==> src/rtl/patgen_pkg.sv <==
// Shared definitions for the video test-pattern source: mode codes, bar colours
// and pipeline latency.
package patgen_pkg;

    localparam logic [1:0] MODE_BORDER = 2'd0;
    localparam logic [1:0] MODE_CHECK  = 2'd1;
    localparam logic [1:0] MODE_BARS   = 2'd2;
    localparam logic [1:0] MODE_GRAD   = 2'd3;

    // Cycles from i_* to the matching o_* sample.
    localparam int PATGEN_LAT = 2;

    typedef struct packed {
        logic de;
        logic hs;
        logic vs;
    } sync_t;

    // Bar colour as {r, g, b}: white, yellow, cyan, green, magenta, red, blue, black.
    function automatic logic [2:0] bar_colour(input logic [2:0] idx);
        logic [2:0] rgb;
        case (idx)
            3'd0:    rgb = 3'b111;
            3'd1:    rgb = 3'b110;
            3'd2:    rgb = 3'b011;
            3'd3:    rgb = 3'b010;
            3'd4:    rgb = 3'b101;
            3'd5:    rgb = 3'b100;
            3'd6:    rgb = 3'b001;
            default: rgb = 3'b000;
        endcase
        return rgb;
    endfunction

endpackage

==> src/rtl/patgen_bar_counter.sv <==
// Divider-free colour-bar index: a column counter that wraps every BAR_W active
// pixels and bumps a bar index saturating at 7.
module patgen_bar_counter #(
    parameter int BAR_W = 80,
    parameter int XYW   = 11
) (
    input  logic           i_clk,
    input  logic           i_rstn,
    input  logic           de,
    input  logic [XYW-1:0] x,
    output logic [2:0]     idx
);

    localparam int CNT_W = (BAR_W > 1) ? $clog2(BAR_W) : 1;

    logic [CNT_W-1:0] cnt_q;
    logic [CNT_W-1:0] cnt_d;
    logic [2:0]       idx_q;
    logic [2:0]       idx_d;
    logic             wrap;

    // The registers hold the position of the previous active pixel, so the
    // next-state value is the position of the pixel being presented now.
    assign wrap = (cnt_q == CNT_W'(BAR_W - 1));

    always_comb begin
        cnt_d = cnt_q;
        idx_d = idx_q;
        if (x == '0) begin
            cnt_d = '0;
            idx_d = '0;
        end else if (wrap) begin
            cnt_d = '0;
            idx_d = (idx_q == 3'd7) ? 3'd7 : idx_q + 3'd1;
        end else begin
            cnt_d = cnt_q + CNT_W'(1);
        end
    end

    always_ff @(posedge i_clk or negedge i_rstn) begin
        if (!i_rstn) begin
            cnt_q <= '0;
            idx_q <= '0;
        end else if (de) begin
            cnt_q <= cnt_d;
            idx_q <= idx_d;
        end
    end

    assign idx = idx_d;

endmodule

==> src/rtl/pattern_generator.sv <==
// Two-stage video test-pattern source (border, checker, bars, gradient).
// Build option PATGEN_SCROLL_EN scrolls the checker and gradient by frame count.
module pattern_generator
    import patgen_pkg::*;
#(
    parameter int H_ACT      = 640,
    parameter int V_ACT      = 480,
    parameter int XYW        = 11,
    parameter int CW         = 8,
    parameter int CHECK_LOG2 = 3,
    parameter int BAR_W      = 80
) (
    input  logic           i_clk,
    input  logic           i_rstn,
    input  logic           i_de,
    input  logic           i_hs,
    input  logic           i_vs,
    input  logic [XYW-1:0] i_x,
    input  logic [XYW-1:0] i_y,
    input  logic [1:0]     i_mode,
    output logic           o_de,
    output logic           o_hs,
    output logic           o_vs,
    output logic [CW-1:0]  o_r,
    output logic [CW-1:0]  o_g,
    output logic [CW-1:0]  o_b
);

    logic [1:0]     rst_sync;
    logic           rstn;
    logic           vs_q;
    logic           vs_rise;
    logic [1:0]     mode_q;
    logic [7:0]     frame_cnt;
    logic [XYW-1:0] x_eff;
    logic [2:0]     bar_idx;
    logic           border_on;
    logic           check_on;

    sync_t          s1_sync;
    logic [1:0]     s1_mode;
    logic           s1_on;
    logic [2:0]     s1_idx;
    logic [CW-1:0]  s1_gr;
    logic [CW-1:0]  s1_gg;
    logic [CW-1:0]  s1_gb;
    logic [2:0]     bar_rgb;
    logic [CW-1:0]  r_d;
    logic [CW-1:0]  g_d;
    logic [CW-1:0]  b_d;

    // Asynchronous assert, release synchronised to i_clk.
    always_ff @(posedge i_clk or negedge i_rstn) begin
        if (!i_rstn) rst_sync <= 2'b00;
        else         rst_sync <= {rst_sync[0], 1'b1};
    end
    assign rstn = rst_sync[1];

    assign vs_rise = i_vs & ~vs_q;

    // The pixel coinciding with the vs edge still sees the old mode.
    always_ff @(posedge i_clk or negedge rstn) begin
        if (!rstn) begin
            vs_q      <= 1'b0;
            mode_q    <= MODE_BORDER;
            frame_cnt <= 8'd0;
        end else begin
            vs_q <= i_vs;
            if (vs_rise) begin
                mode_q    <= i_mode;
                frame_cnt <= frame_cnt + 8'd1;
            end
        end
    end

`ifdef PATGEN_SCROLL_EN
    assign x_eff = i_x + XYW'(frame_cnt);
`else
    assign x_eff = i_x;
`endif

    patgen_bar_counter #(
        .BAR_W (BAR_W),
        .XYW   (XYW)
    ) u_bar_counter (
        .i_clk  (i_clk),
        .i_rstn (rstn),
        .de     (i_de),
        .x      (i_x),
        .idx    (bar_idx)
    );

    assign border_on = (i_x == '0) || (i_x == XYW'(H_ACT - 1)) ||
                       (i_y == '0) || (i_y == XYW'(V_ACT - 1));
    assign check_on  = x_eff[CHECK_LOG2] ^ i_y[CHECK_LOG2];

    // Stage 1: pattern class, on/off decision and bar index.
    always_ff @(posedge i_clk or negedge rstn) begin
        if (!rstn) begin
            s1_sync <= '0;
            s1_mode <= MODE_BORDER;
            s1_on   <= 1'b0;
            s1_idx  <= 3'd0;
            s1_gr   <= '0;
            s1_gg   <= '0;
            s1_gb   <= '0;
        end else begin
            s1_sync <= '{de: i_de, hs: i_hs, vs: i_vs};
            s1_mode <= mode_q;
            s1_on   <= (mode_q == MODE_CHECK) ? check_on : border_on;
            s1_idx  <= bar_idx;
            s1_gr   <= CW'(x_eff);
            s1_gg   <= CW'(i_y);
            s1_gb   <= CW'(frame_cnt);
        end
    end

    assign bar_rgb = bar_colour(s1_idx);

    always_comb begin
        r_d = '0;
        g_d = '0;
        b_d = '0;
        if (s1_sync.de) begin
            case (s1_mode)
                MODE_BARS: begin
                    r_d = {CW{bar_rgb[2]}};
                    g_d = {CW{bar_rgb[1]}};
                    b_d = {CW{bar_rgb[0]}};
                end
                MODE_GRAD: begin
                    r_d = s1_gr;
                    g_d = s1_gg;
                    b_d = s1_gb;
                end
                default: begin
                    r_d = {CW{s1_on}};
                    g_d = {CW{s1_on}};
                    b_d = {CW{s1_on}};
                end
            endcase
        end
    end

    // Stage 2: colour and delayed sync.
    always_ff @(posedge i_clk or negedge rstn) begin
        if (!rstn) begin
            o_de <= 1'b0;
            o_hs <= 1'b0;
            o_vs <= 1'b0;
            o_r  <= '0;
            o_g  <= '0;
            o_b  <= '0;
        end else begin
            o_de <= s1_sync.de;
            o_hs <= s1_sync.hs;
            o_vs <= s1_sync.vs;
            o_r  <= r_d;
            o_g  <= g_d;
            o_b  <= b_d;
        end
    end

endmodule

==> config.mk <==
export PLATFORM = sky130hd
export DESIGN_NAME = pattern_generator
export DESIGN_NICKNAME = d
export VERILOG_FILES = /design/src/rtl/patgen_pkg.sv /design/src/rtl/patgen_bar_counter.sv /design/src/rtl/pattern_generator.sv
export SDC_FILE = /design/constraint.sdc
export NUM_CORES = 1
export LEC_CHECK = 0
export CELL_PAD_IN_SITES_DETAIL_PLACEMENT = 0
export CELL_PAD_IN_SITES_GLOBAL_PLACEMENT = 1
export CORE_MARGIN = 3
export CORE_UTILIZATION = 41
export CTS_CLUSTER_DIAMETER = 200
export DETAILED_ROUTE_END_ITERATION = 16
export PLACE_DENSITY_LB_ADDON = 0.05
export SLEW_MARGIN = 10
export SYNTH_ARGS = -nofsm -noshare
export SYNTH_HDL_FRONTEND = slang
export SYNTH_SLANG_ARGS = --single-unit
==> constraint.sdc <==
create_clock -name i_clk -period 3.4 [get_ports i_clk]
set_clock_uncertainty 0.15 [all_clocks]
set_input_delay 0.68 -clock i_clk [delete_from_list [all_inputs] [get_ports i_clk]]
set_output_delay 0.68 -clock i_clk [all_outputs]
set_load 0.005 [all_outputs]
**Floorplan with the power grid**

(4 px per micron) Pins as bars on the die edge. Tap cells in gray.
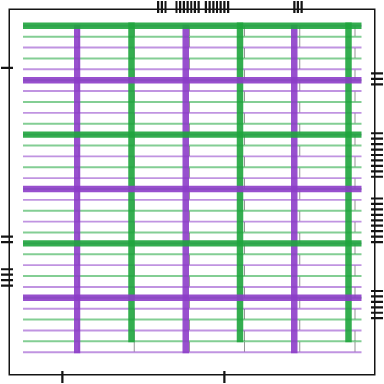
[green] VDD
[purple] VSS
met5 straps: 6
tap cells: 96
met4 straps: 6
rows: 30
met1 rails: 31

**Clock wiring as the flow saved it**

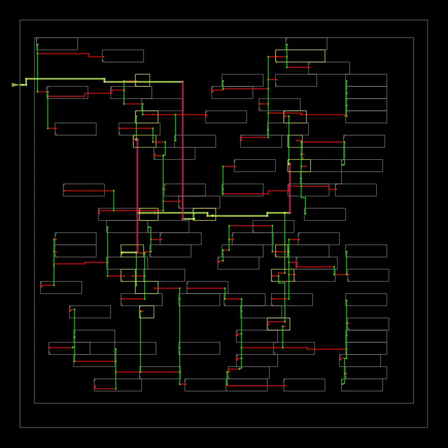
clkbuf count: 9
cts bufs inserted: 9
CTS Sinks: 82
clk pwr: 714 uW

==> out/qor.yml <==
gr-total-overflow: 0
syn-instance-count: 233
ys_types: 43
hpwl_mm: 3.60
timing.reg2reg.setup_slack_ns: 1.14
status: "finished, final reports clean"
final_area_sq_um: 3810
hold_depth: 0
drv_slew: 0
antenna_cells: 0
period_needed_ns: 2.61
setup_ws_ns: 0.787
synthMuxAreaShare: 0.0114
crit_path_start_kind: "input port"
drive_gt1_frac: 0.0976
ys.flop_type: "dfrtp_1"
p_int_uw: 1770
cts_resized: 0
whs_ns: 0.203
holdCritStartpoint: "s1_sync[1]"
grt_pass1_vias: 1793
seq_share: 0.540
ys_sh_simple: 0.119
netlist_top_cells_area: "dfrtp_1 69%, a21oi_1 5.2%, nand2_1 4.1%"
fmax_mhz: 383
p_comb_uw: 416
largest_class: "sequential cells"
antenna_found_initial: 0
setup_tns_ns: 0
r2r_start: "u_bar_counter.cnt_q[0]"
ys_chip_area_sq_um: 2960
post_dp_cell_area_sq_um: 3600
synth-edff-count: 0
p_per_area_nw_per_um2: 643
cts-htree-levels: 3
period_used_share: 0.769
non_clock_inverter_count: 4
**Signal wires on met2**

(3 px per micron)
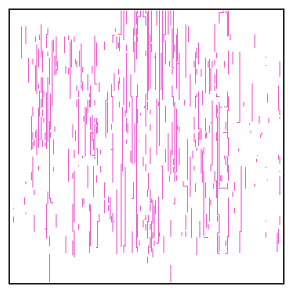
share of all routed wire: 46%
nets with wire on the layer: 256
longest straight run: 50.4 microns
main direction: vertical
vias: 1871
final WL: 5.46 mm

-- worst max-delay path, cell delays in order --
cell,delay (ns)
clkdlybuf4s50_1,0.48
or4_4,0.59
nor3_4,0.50
o21ai_0,0.18
a22o_1,0.26
-- registers in the layout, summed over array words and instances (netlist names) --
signal and cells:
rst_sync 2, s1_gr 8, o_r 8, s1_on 1, s1_gg 8, u_bar_counter.idx_q 3, frame_cnt 8, mode_q 2
o_vs 1, o_hs 1, s1_sync 3, s1_gb 8, o_de 1, o_g 8, s1_idx 3, u_bar_counter.cnt_q 7
o_b 8, s1_mode 2
-- layer usage --
metal	global-route usage	wire length, microns	part of all wire	vias up
met2	0.207	2510	0.46	42
met1	0.200	2650	0.49	900
met4	0.0678	66	0.012	0
li1	-	-	-	922
met5	0	0	0	-
met3	0.0307	227	0.042	7
Power figures rest on the tool's default switching activity, not on a simulated workload.
